File: src/rtl/weight_loader.sv
`default_nettype none
// ============================================================================
//  weight_loader : weight-tile preload controller driving the top row of the
//                  systolic array (w_col/load_en) and the swap pulse shift_en.
//  Optional feature: WEIGHT_LOADER_REORDER_EN (tile buffer, natural row order)
//  Revision      : 1.0
// ============================================================================
module weight_loader #(
   parameter int ROWS   = 4,
   parameter int COLS   = 4,
   parameter int DATA_W = 8
) (
   input  logic                   clk,
   input  logic                   rst,
   input  logic                   s_valid,
   output logic                   s_ready,
   input  logic [COLS*DATA_W-1:0] s_data,
   input  logic                   swap_go,
   output logic [COLS*DATA_W-1:0] w_col,
   output logic                   load_en,
   output logic                   shift_en,
   output logic                   loaded,
   output logic                   tile_done
);

   localparam int                 c_ROW_W    = COLS * DATA_W;
   localparam int                 c_CNT_W    = (ROWS > 1) ? $clog2(ROWS) : 1;
   localparam logic [c_CNT_W-1:0] c_LAST_ROW = c_CNT_W'(ROWS - 1);

   localparam logic [2:0] c_S_IDLE   = 3'd0;
`ifdef WEIGHT_LOADER_REORDER_EN
   localparam logic [2:0] c_S_FILL   = 3'd1;
   localparam logic [2:0] c_S_LOAD   = 3'd2;
`else
   localparam logic [2:0] c_S_STREAM = 3'd1;
   localparam logic [2:0] c_S_LAST   = 3'd2;
`endif
   localparam logic [2:0] c_S_WAIT   = 3'd3;
   localparam logic [2:0] c_S_PULSE  = 3'd4;

   logic [2:0]         r_state;
   logic [2:0]         w_state_nxt;
   logic [c_CNT_W-1:0] r_cnt;
   logic [c_CNT_W-1:0] w_cnt_nxt;
   logic               w_accept;

   logic [c_ROW_W-1:0] r_w_col;
   logic               r_load_en;
   logic               r_shift_en;
   logic               r_loaded;
   logic               r_tile_done;
   logic [c_ROW_W-1:0] w_w_col_nxt;
   logic               w_load_en_nxt;
   logic               w_shift_en_nxt;
   logic               w_loaded_nxt;
   logic               w_tile_done_nxt;

`ifdef WEIGHT_LOADER_REORDER_EN
   assign s_ready = (r_state == c_S_IDLE) || (r_state == c_S_FILL);
`else
   assign s_ready = (r_state == c_S_IDLE) || (r_state == c_S_STREAM);
`endif
   assign w_accept = s_valid && s_ready;

`ifdef WEIGHT_LOADER_REORDER_EN
   logic [c_ROW_W-1:0] r_buf [ROWS];
   logic [c_CNT_W-1:0] w_cnt_dec;

   assign w_cnt_dec = r_cnt - 1'b1;

   // Tile buffer is deliberately left out of reset; slots are written before use.
   always_ff @(posedge clk) begin
      if (w_accept) begin
         r_buf[r_cnt] <= s_data;
      end
   end
`endif

   always_ff @(posedge clk) begin
      if (rst) begin
         r_state     <= c_S_IDLE;
         r_cnt       <= '0;
         r_w_col     <= '0;
         r_load_en   <= 1'b0;
         r_shift_en  <= 1'b0;
         r_loaded    <= 1'b0;
         r_tile_done <= 1'b0;
      end else begin
         r_state     <= w_state_nxt;
         r_cnt       <= w_cnt_nxt;
         r_w_col     <= w_w_col_nxt;
         r_load_en   <= w_load_en_nxt;
         r_shift_en  <= w_shift_en_nxt;
         r_loaded    <= w_loaded_nxt;
         r_tile_done <= w_tile_done_nxt;
      end
   end

   always_comb begin
      w_state_nxt = r_state;
      case (r_state)
`ifdef WEIGHT_LOADER_REORDER_EN
         c_S_IDLE, c_S_FILL: begin
            if (w_accept) begin
               w_state_nxt = (r_cnt == c_LAST_ROW) ? c_S_LOAD : c_S_FILL;
            end
         end
         c_S_LOAD: begin
            if (r_cnt == '0) begin
               w_state_nxt = c_S_WAIT;
            end
         end
`else
         c_S_IDLE, c_S_STREAM: begin
            if (w_accept) begin
               w_state_nxt = (r_cnt == c_LAST_ROW) ? c_S_LAST : c_S_STREAM;
            end
         end
         c_S_LAST:  w_state_nxt = c_S_WAIT;
`endif
         c_S_WAIT: begin
            if (swap_go) begin
               w_state_nxt = c_S_PULSE;
            end
         end
         c_S_PULSE: w_state_nxt = c_S_IDLE;
         default:   w_state_nxt = c_S_IDLE;
      endcase
   end

   // Output registers are loaded from the upcoming state, so load_en rises
   // in the cycle right after the accepting edge.
   always_comb begin
      w_cnt_nxt       = r_cnt;
      w_w_col_nxt     = '0;
      w_load_en_nxt   = 1'b0;
      w_shift_en_nxt  = 1'b0;
      w_loaded_nxt    = 1'b0;
      w_tile_done_nxt = 1'b0;
      case (r_state)
`ifdef WEIGHT_LOADER_REORDER_EN
         c_S_IDLE, c_S_FILL: begin
            if (w_accept) begin
               if (r_cnt == c_LAST_ROW) begin
                  // Bottom row goes out first, straight from the incoming beat.
                  w_cnt_nxt     = c_LAST_ROW;
                  w_w_col_nxt   = s_data;
                  w_load_en_nxt = 1'b1;
               end else begin
                  w_cnt_nxt = r_cnt + 1'b1;
               end
            end
         end
         c_S_LOAD: begin
            if (r_cnt != '0) begin
               w_cnt_nxt     = w_cnt_dec;
               w_w_col_nxt   = r_buf[w_cnt_dec];
               w_load_en_nxt = 1'b1;
            end else begin
               w_loaded_nxt = 1'b1;
            end
         end
`else
         c_S_IDLE, c_S_STREAM: begin
            if (w_accept) begin
               w_cnt_nxt     = (r_cnt == c_LAST_ROW) ? '0 : r_cnt + 1'b1;
               w_w_col_nxt   = s_data;
               w_load_en_nxt = 1'b1;
            end
         end
         c_S_LAST: w_loaded_nxt = 1'b1;
`endif
         c_S_WAIT: begin
            if (swap_go) begin
               w_shift_en_nxt  = 1'b1;
               w_tile_done_nxt = 1'b1;
            end else begin
               w_loaded_nxt = 1'b1;
            end
         end
         default: ;
      endcase
   end

   assign w_col     = r_w_col;
   assign load_en   = r_load_en;
   assign shift_en  = r_shift_en;
   assign loaded    = r_loaded;
   assign tile_done = r_tile_done;

endmodule
`default_nettype wire

File: config.mk
export PLATFORM = sky130hd
export DESIGN_NAME = weight_loader
export DESIGN_NICKNAME = d
export VERILOG_FILES = /design/src/rtl/weight_loader.sv
export SDC_FILE = /design/constraint.sdc
export NUM_CORES = 1
export LEC_CHECK = 0
export CAP_MARGIN = 10
export CORE_UTILIZATION = 36
export CTS_CLUSTER_DIAMETER = 50
export DETAILED_ROUTE_END_ITERATION = 7
export PLACE_DENSITY_LB_ADDON = 0.25
export SYNTH_ARGS = -nofsm -noshare
export SYNTH_HDL_FRONTEND = slang
export SYNTH_SLANG_ARGS = --single-unit
File: constraint.sdc
create_clock -name clk -period 1.2 [get_ports clk]
set_input_delay 0.36 -clock clk [delete_from_list [all_inputs] [get_ports clk]]
set_output_delay 0.36 -clock clk [all_outputs]
set_load 0.01 [all_outputs]
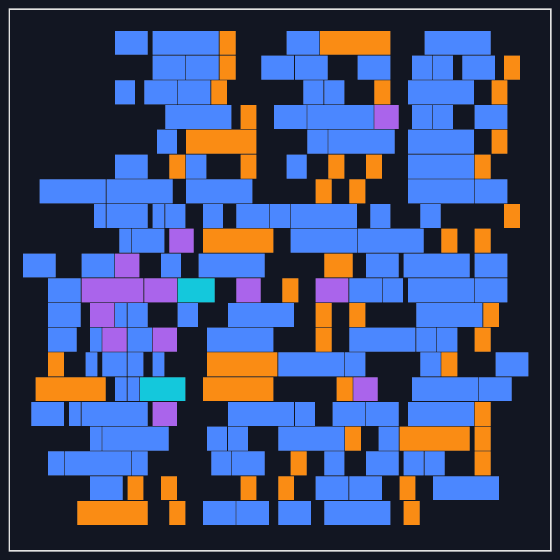
**Above:** run 1 (sizing map).
legend:
  x6 and larger:
    colour: cyan
    cells: 2
    share: 1.1%
  x3 and x4:
    colour: purple
    cells: 12
    share: 6.6%
    most_used: clkbuf_4
  x2:
    colour: orange
    cells: 48
    share: 27%
    most_used: buf_2
  x1 and smaller:
    colour: blue
    cells: 119
    share: 66%
    most_used: clkdlybuf4s50_1
post-route setup slack: -52.29 ps
final instance area: 1864 sq um
P&R area growth vs syn: 57.34%
number of signal-net buffers in the layout: 77

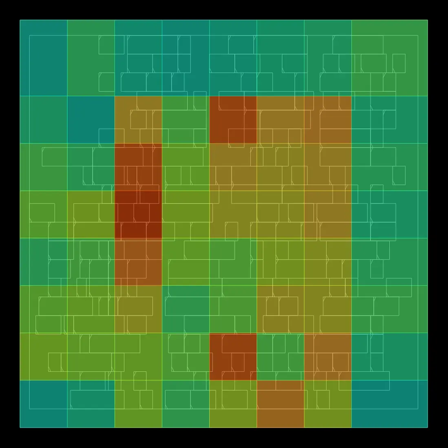
**Above:** run 1 (track usage over the die).
met1 layer usage reported by global route: 15.78%
busiest grt layer: met2
met2 global-route usage: 27.45%

==> results.py, run 1 <==
# Physical implementation metrics
metrics = {
    "layout": {
        "clockBufferCount": 6,
        "share_of_cell_area_taken_by_flip_flops_and_latches_pct": 43.49,
        "post_route_cells_drive_above_1_share_pct": 34.25,
        "finish.utilization_pct": 60.57,
        "sequential_cell_total": 40,
        "n_fill_cell": 274,
        "lay_top_count": "sky130_fd_sc_hd__buf_2",
    },
    "run_status": {
        "outcome": "finished with violations",
        "violated_checks": "setup timing",
    },
    "clock_network": {
        "cts_inserted_buffers": 5,
        "clock_path_buffers": 2,
        "clk_transition_reported_paths_ps": 100,
        "clock_tree_from_tritoncts": "done",
        "cts_hold_buf": 0,
    },
    "final_timing": {
        "worst_slack_ps": -52.29,
        "final.min_clock_period_ps": 1252,
        "finalHoldViolations": 0,
        "setup_violation_total_in_the_final_timing_report": 2,
    },
    "floorplanning": {
        "floorplanUtilization_pct": 38.50,
        "boundaryPins": 73,
        "die_y_um": 59.37,
    },
    "route": {
        "ant_nets": 0,
        "drt-vias-per-instance": 4.178,
    },
    "critical_path": {
        "reg2reg_slack_ps": 0,
        "reg2reg_from": "r_state[2]",
        "setup.worst_path.end_class": "primary output",
        "reg2regPathDepth": 4,
        "maximum_fanout_along_the_worst_path": 2,
        "arrival_ps": 890,
    },
    "flow_run": {
        "cap_viol_max_count": 0,
        "openroad_warning_count": 28,
    },
    "synth": {
        "syn-num-nets": 135,
        "post_synth_ao_oa_area_fraction_pct": 2.323,
        "yosys.stat.seqShare_pct": 67.58,
        "synth_simple_gate_area_share_pct": 23.86,
        "ys_sh_xor_pct": 0,
    },
    "pwr": {
        "sequentialPowerShare_pct": 59.4,
        "power_per_cell_area_nw_per_um2": 1264,
        "power.static_leakage_nw": 0.8884,
        "worst_ir_drop_vdd_mv": 0.7154,
    },
    "global_routing": {
        "global_route_wire_length_before_repair_mm": 3.801,
        "grt_pass1_vias": 907,
        "overflow": 0,
    },
    "placed_design": {
        "port_buffers": 72,
    },
    "hold_path": {
        "hp-start": "r_state[0]",
    },
}
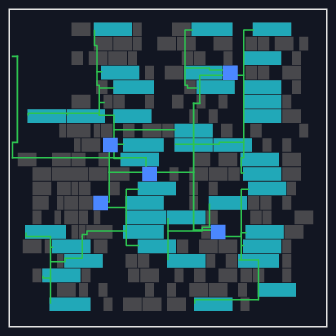
**Above:** run 1 (clock wires, drivers and flops).
legend:
  flip-flops:
    colour: cyan
    count: 40
  clock-net drivers:
    colour: blue
    count: 5
  clock wires:
    colour: green
    length: 374 um
routed clock nets: 6
flops lie: all over the die
worst setup skew after layout: 1.610 ps
clock group total power: 0.000674 W

==> run 1: worst max-delay path by stage <==
| stage | end |
|---|---|
| 6_report | s_ready |
| 5_1_grt | s_ready |
| 4_1_cts | s_ready |
| 3_5_place_dp | w_col[17] |
| 3_3_place_gp | w_col[24] |
| 2_1_floorplan | w_col[0] |
==> run 1: state kept, by name (all words and copies together), names as in the netlist <==
register / count
w_col: 32
r_state: 3
r_cnt: 2
load_en: 1
loaded: 1
tile_done: 1
==> run 1: Yosys cell counts (all sizes together) <==
master / count
o211a: 1
nand3: 1
and2: 32
mux2i: 2
ha: 1
buf: 4
nand3b: 1
nand2: 3
nor2: 8
a21oi: 2
dfxtp: 40
and2b: 1
a21boi: 1
nor3b: 1
==> run 1: power groups by stage <==
stage	logic [W]	registers [W]	clock network, W
finish	0.000283	0.00140	0.000674
global route	0.000307	0.00141	0.000744
global placement	0.000311	0.00143	0
floorplan	0.0000773	0.00146	0
CTS	0.000287	0.00140	0.000701
detailed placement	0.000319	0.00143	0
==> run 1: routing by layer <==
layer / global-route usage, % / vias to the layer above / share of wire [%]
met3: 3.930 / 5 / 6.7
met2: 27.45 / 37 / 52
met5: 0 / - / 0
met1: 15.78 / 426 / 39
li1: - / 472 / -
met4: 8.163 / 0 / 1.6
==> run 1: critical path: cells and delay by family, from the launching register on <==
kind	cells	cell delay [ps]
buf+inv	1	140
simple gates	1	100
flops	1	320
==> run 1: repair_timing <==
| item | 4_1_cts | 5_1_grt |
|---|---|---|
| setup endpoints to repair | 69 | 35 |
| pin swaps | 2 | 0 |
| buffers inserted | 0 | 0 |
| resized | 159 | 2 |
| gates cloned | 2 | 0 |
==> run 2, diff against run 1 <==
- SKIP_LAST_GASP: default -> 1
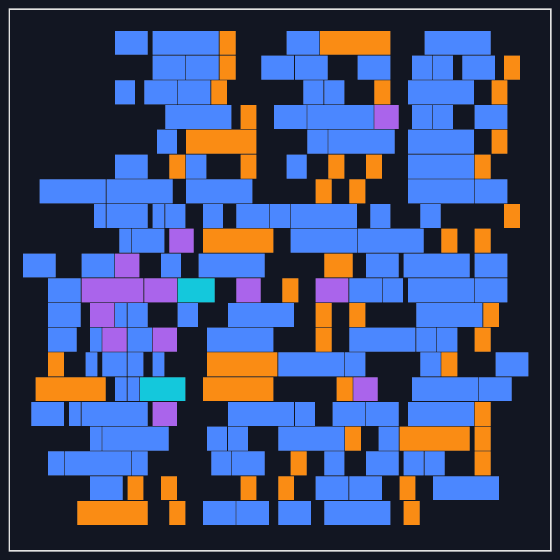
**Above:** run 2 (sizing map).
legend:
  x1 and smaller:
    colour: blue
    cells: 119
    share: 66%
    most_used: clkdlybuf4s50_1
  x2:
    colour: orange
    cells: 48
    share: 27%
    most_used: buf_2
  x6 and larger:
    colour: cyan
    cells: 2
    share: 1.1%
  x3 and x4:
    colour: purple
    cells: 12
    share: 6.6%
    most_used: clkbuf_4

==> run 2 against run 1 <==
Against the previous run:
- via count stayed put
- cell count did not move
- the flow still finishes with violations (setup timing)
- register-to-register slack hardly changed
- setup slack stayed put
- combinational power hardly changed
- flip-flop count did not move
- clock power about the same
- hold slack unchanged
- sequential power barely moved
- fmax is the same
- synthesized area unchanged
==> results.py, run 2 <==
# Physical implementation metrics
metrics = {
    "final_timing": {
        "final.min_clock_period_ps": 1252,
        "setup_violation_total_in_the_final_timing_report": 2,
        "maxClockFrequency_mhz": 798.5,
        "worst_slack_ps": -52.29,
        "worst_setup_skew_after_layout_ps": 1.610,
        "finalHoldViolations": 0,
        "period_used_pct": 104.4,
        "grt_setup_unrepaired": "yes",
    },
    "route": {
        "drt-vias-per-instance": 4.178,
        "drtPass1Iterations": 4,
        "ant_nets": 0,
        "post-route-drc-count": 0,
        "detailroute.via_count": 940,
    },
    "run_status": {
        "outcome": "finished with violations",
        "violated_checks": "setup timing",
    },
    "critical_path": {
        "reg2regPathDepth": 4,
        "reg2reg_from": "r_state[2]",
        "worst_path_dominant_cell_family": "flip-flops",
        "arrival_ps": 890,
        "maximum_fanout_along_the_worst_path": 2,
        "worst-path-buf-inv": 1,
        "setup.worst_path.end_class": "primary output",
        "timing.critical_path.slowest_stage_cell": "sky130_fd_sc_hd__dfxtp_1",
        "path_depth": 2,
        "timing.critical_path.required_ps": 840,
        "crit_path_max_incr_delay_ps": 320,
    },
    "flow_run": {
        "openroad_warning_count": 28,
        "cap_viol_max_count": 0,
    },
    "pwr": {
        "power.static_leakage_nw": 0.8884,
        "power_per_cell_area_nw_per_um2": 1264,
        "worst_ir_drop_vdd_mv": 0.7154,
    },
    "synth": {
        "yosys.stat.seqShare_pct": 67.58,
        "synth.area.top_cells": "sky130_fd_sc_hd__dfxtp_1, sky130_fd_sc_hd__and2_1, sky130_fd_sc_hd__buf_6",
        "synthesis.yosys.warnings": 0,
        "syn_area_sq_um": 1185,
        "synthFlopType": "sky130_fd_sc_hd__dfxtp_1",
        "ys_cells": 98,
        "count_of_flip_flops_with_a_built_in_enable_after_synthesis": 0,
        "postSynth.asyncResetShare_pct": 0,
        "netlist_top_cells_count": "sky130_fd_sc_hd__dfxtp_1, sky130_fd_sc_hd__and2_1, sky130_fd_sc_hd__nor2_1, sky130_fd_sc_hd__buf_6, sky130_fd_sc_hd__nand2_1",
        "ys_chip_area_sq_um": 1185,
        "post-synth-top-count-cell": "sky130_fd_sc_hd__dfxtp_1",
        "syn-num-nets": 135,
        "yosys.area.top_type_share_pct": 67.58,
    },
    "floorplanning": {
        "core_area_sq_um": 3078,
        "floorplanUtilization_pct": 38.50,
        "die_x_um": 59.37,
        "die_y_um": 59.37,
        "boundaryPins": 73,
    },
    "global_routing": {
        "grt_pass1_vias": 907,
        "overflow": 0,
        "global_route_wire_length_before_repair_mm": 3.801,
    },
    "clock_network": {
        "clock_path_buffers": 2,
        "cts_inserted_buffers": 5,
        "clock_tree_from_tritoncts": "done",
        "clk_transition_reported_paths_ps": 100,
        "postCtsSetupBuffers": 0,
        "clock_sink_count": 40,
    },
    "layout": {
        "n_fill_cell": 274,
        "comb_area_sq_um": 361.6,
        "post_route_cells_drive_above_1_share_pct": 34.25,
        "lay_top_count": "sky130_fd_sc_hd__buf_2",
        "finish.utilization_pct": 60.57,
        "layout.cell_area.non_filler_sq_um": 1864,
        "largest_register_ffs": 32,
        "p_r_area_growth_vs_syn_pct": 57.34,
    },
    "placed_design": {
        "gpl_wtd_cong": 0.7162,
        "port_buffers": 72,
    },
    "hold_path": {
        "hp-start": "r_state[0]",
    },
}
==> run 2: power by group <==
group	switching (W)	internal, W	leakage, nW
combinational	0.000102	0.000181	0.519
clock	0.000395	0.000279	0.0380
sequential	0.0000164	0.00138	0.332
total	0.000513	0.00184	0.888
==> run 2: worst paths after layout <==
check	slack [ps]	to
worst max-delay path	-50	s_ready
worst min-delay path	510	loaded
worst max register to register	0	w_col[10]
worst min register to register	510	loaded
==> run 2: per-layer routing <==
| metal | track usage, % | vias up | routed length [um] |
|---|---|---|---|
| met2 | 27.45 | 37 | 1369 |
| met5 | 0 | - | 0 |
| met1 | 15.78 | 426 | 1038 |
| met4 | 8.163 | 0 | 43 |
| met3 | 3.930 | 5 | 176 |
| li1 | - | 472 | - |
==> run 2: cell families after synthesis <==
group,count (synthesis),synth area share (%)
and+or+nand+nor,47,23.86
DFF,40,67.58
AOI/OAI and AO/OA,4,2.323
buffers and inverters,4,3.485
muxes,2,1.690
adders and majority gates,1,1.056
==> run 2: worst register-to-register path, cell delays in order, from the launching register on <==
cell,delay [ps]
sky130_fd_sc_hd__dfxtp_2,330
sky130_fd_sc_hd__buf_4,130
sky130_fd_sc_hd__nor3b_4,260
sky130_fd_sc_hd__and2b_4,280
sky130_fd_sc_hd__and2_1,150
==> run 2: timing repair <==
action,CTS,global route
gates resized,159,2
cloned,2,0
setup endpoints to repair,69,35
pin swaps,2,0
hold buffers,0,0
==> run 2: cell type report <==
class | count | share of cell area, %
multi-input combinational | 56 | 19.40
tap | 44 | 2.953
clock inverter | 2 | 0.5369
timing repair buffer | 77 | 30.87
sequential | 40 | 43.49
clock buffer | 6 | 2.752
**Run 2: M3 wires**

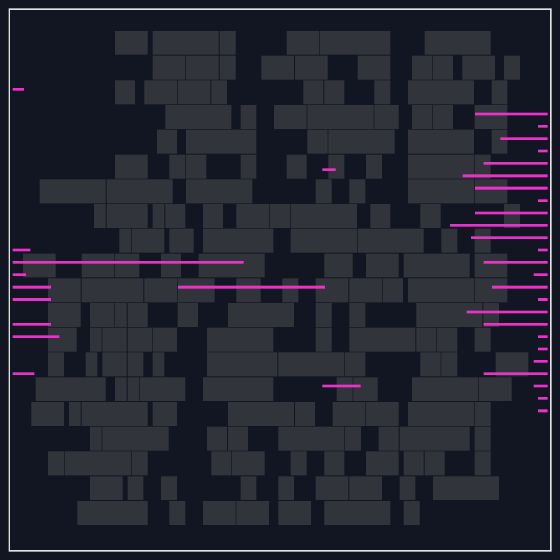

==> run 3, diff against run 2 <==
- CORE_UTILIZATION: 36 -> 50
- DONT_BUFFER_PORTS: default -> 1
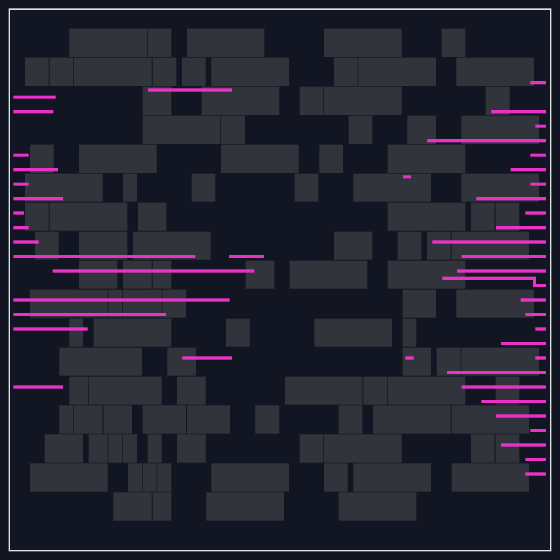
**Above:** run 3 (M3 wires).
nets with wire on the layer: 42
longest straight run: 20.0 um
wire length on this layer: 233 um

==> run 3 against run 2 <==
Against the previous run:
- the run still ends with setup timing left
- via count is 27% lower
- cell count is 40% lower
- clock skew is 6.5 ps higher
- combinational power is 67% lower
- non-clock buffer count is 72 lower
- global-route usage is 1.3 points higher
- total power is 9.4% lower
- flip-flop count stayed put
- sequential power hardly changed
- critical endpoint unchanged
- largest power group unchanged
==> results.py, run 3 <==
# Physical implementation metrics
metrics = {
    "route": {
        "m1WireLength_um": 857,
        "drt-vias-per-instance": 5.022,
        "post-route-drc-count": 0,
        "met3_wirelength_um": 232,
        "detailroute.via_count": 683,
        "ant_nets": 0,
        "detail_route.wl_per_cell_um": 15.05,
        "maxUsedRoutingLayer": "met4",
        "wl_met2_um": 898,
    },
    "pwr": {
        "power_sequential_w": 0.00143,
        "comb_group_w": 0.0000946,
        "power_report.internal_total_w": 0.001653,
        "share_clk_of_total_power_pct": 28.6,
        "p_clk_w": 0.000611,
        "power.share.switching_pct": 22.62,
        "sequentialPowerShare_pct": 67.0,
        "pwr-share-comb_pct": 4.4,
        "top_power_group": "sequential cells",
        "worst_ir_drop_vdd_mv": 0.9774,
        "net-switching-power_w": 0.0004830,
        "power_per_cell_area_nw_per_um2": 1651,
    },
    "global_routing": {
        "antenna_found_initial": 0,
        "overflow": 0,
        "global_route_wire_length_before_repair_mm": 2.842,
        "gr-usage-all-layers_pct": 16.48,
        "pin_count_of_the_biggest_net_entering_global_routing": 34,
        "grt_pass1_vias": 593,
    },
    "flow_run": {
        "cap_viol_max_count": 0,
        "openroad_warning_count": 28,
    },
    "synth": {
        "synthFlopType": "sky130_fd_sc_hd__dfxtp_1",
        "yosys.stat.seqShare_pct": 67.58,
        "ys_cells": 98,
        "yosys.area.top_type_share_pct": 67.58,
        "postSynth.asyncResetShare_pct": 0,
        "synthesis.yosys.warnings": 0,
        "synth.area.top_cells": "sky130_fd_sc_hd__dfxtp_1, sky130_fd_sc_hd__and2_1, sky130_fd_sc_hd__buf_6",
        "syn-num-nets": 135,
        "count_of_flip_flops_with_a_built_in_enable_after_synthesis": 0,
        "post-synth-top-count-cell": "sky130_fd_sc_hd__dfxtp_1",
        "syn_area_sq_um": 1185,
        "netlist_top_cells_count": "sky130_fd_sc_hd__dfxtp_1, sky130_fd_sc_hd__and2_1, sky130_fd_sc_hd__nor2_1, sky130_fd_sc_hd__buf_6, sky130_fd_sc_hd__nand2_1",
    },
    "floorplanning": {
        "boundaryPins": 73,
        "core_area_sq_um": 2233,
        "die_x_um": 50.68,
        "floorplanUtilization_pct": 53.05,
        "die_y_um": 50.68,
    },
    "layout": {
        "post_route_cells_drive_above_1_share_pct": 15.74,
        "n_fill_cell": 192,
        "lay_top_count": "sky130_fd_sc_hd__dfxtp_1",
        "finish.utilization_pct": 57.93,
        "largest_register_ffs": 32,
        "p_r_area_growth_vs_syn_pct": 9.187,
    },
    "final_timing": {
        "maxClockFrequency_mhz": 802.5,
        "period_used_pct": 103.8,
        "worst_slack_ps": -46.05,
        "finalHoldViolations": 0,
        "final.min_clock_period_ps": 1246,
        "setup_violation_total_in_the_final_timing_report": 16,
    },
    "critical_path": {
        "timing.critical_path.required_ps": 840,
        "maximum_fanout_along_the_worst_path": 2,
        "reg2reg_from": "r_state[1]",
        "arrival_ps": 890,
        "setup.worst_path.end_class": "primary output",
    },
    "clock_network": {
        "cts_hold_buf": 0,
        "clk_transition_reported_paths_ps": 110,
        "cts_inserted_buffers": 5,
        "clock_path_buffers": 2,
        "clock_tree_from_tritoncts": "done",
    },
    "hold_path": {
        "hp-start": "rst",
    },
    "run_status": {
        "outcome": "finished with violations",
        "violated_checks": "setup timing",
    },
    "placed_design": {
        "port_buffers": 0,
    },
}
[run 3: cell counts after synthesis]
No cell type changed its count.
[run 3: layout make-up]
cell class	instances	area [sq um]	share of cell area [%]
Multi-Input combinational cell	56	369.1	28.53
Tap cell	28	35.03	2.708
Clock buffer	6	41.29	3.191
Timing Repair Buffer	5	41.29	3.191
Sequential cell	40	802.0	61.99
Clock inverter	1	5.005	0.3868
[run 3: per-stage QoR]
stage	power (W)	setup slack (ps)	TNS, ps	cells	area, sq um
floorplan	0.001532	123.5	0	98	1185
CTS	0.002140	-74.17	-1501	133	1267
global route	0.002233	-81.80	-1705	136	1294
detailed placement	0.001543	21.23	0	124	1194
global placement	0.001537	98.42	0	124	1194
finish	0.002136	-46.05	-495.3	136	1294
[run 3: layer usage]
metal,vias to the layer above,track usage (%)
li1,328,-
met1,302,16.86
met2,46,23.56
met3,7,10.00
met4,0,13.89
met5,-,0
[run 3: repair_timing]
item,4_1_cts,5_1_grt
buffers inserted,2,1
endpoints found under the setup margin,3,34
pin swaps,1,5
gates cloned,0,2
gates resized,4,3
hold endpoints to repair,0,0
[run 3: worst max-delay path, stage by stage, from the launching register on]
cell                      delay, ps
sky130_fd_sc_hd__dfxtp_2        340
sky130_fd_sc_hd__buf_6          110
sky130_fd_sc_hd__nor2_4         100
[run 3: final timing paths]
check	slack, ps	endpoint	cells past startpoint
worst min-delay path	70	r_cnt[0]	1
worst min register to register	500	loaded	1
worst max-delay path	-50	s_ready	2
worst max register to register	-40	w_col[27]	5
[run 3: kinds of logic (layout without fill, tap and decap cells)]
logic type | count (synthesis) | after routing | synth area share [%]
buf+inv | 4 | 12 | 3.485
fa+ha+maj | 1 | 1 | 1.056
flops | 40 | 40 | 67.58
compound gates | 4 | 4 | 2.323
mux | 2 | 2 | 1.690
simple gates | 47 | 49 | 23.86

==> screenshots <==
Gate families picked out.
The bar under the picture is 20 um long.
panel A
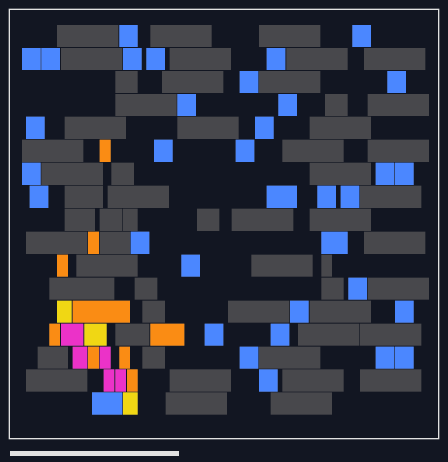
panel B
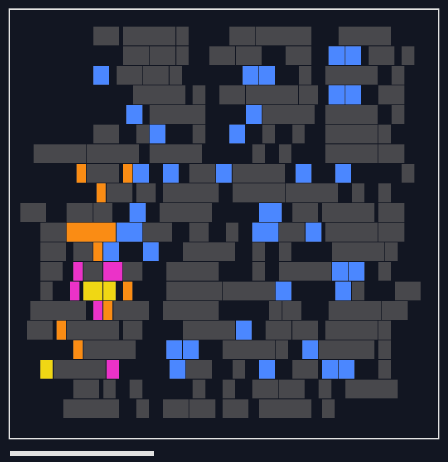
Run 3 is panel A.
Run 1 is panel B.
Of these, largest die: panel B
Of these, most cells: panel B

No activity file was given, so power comes from the tool's default toggle rates.
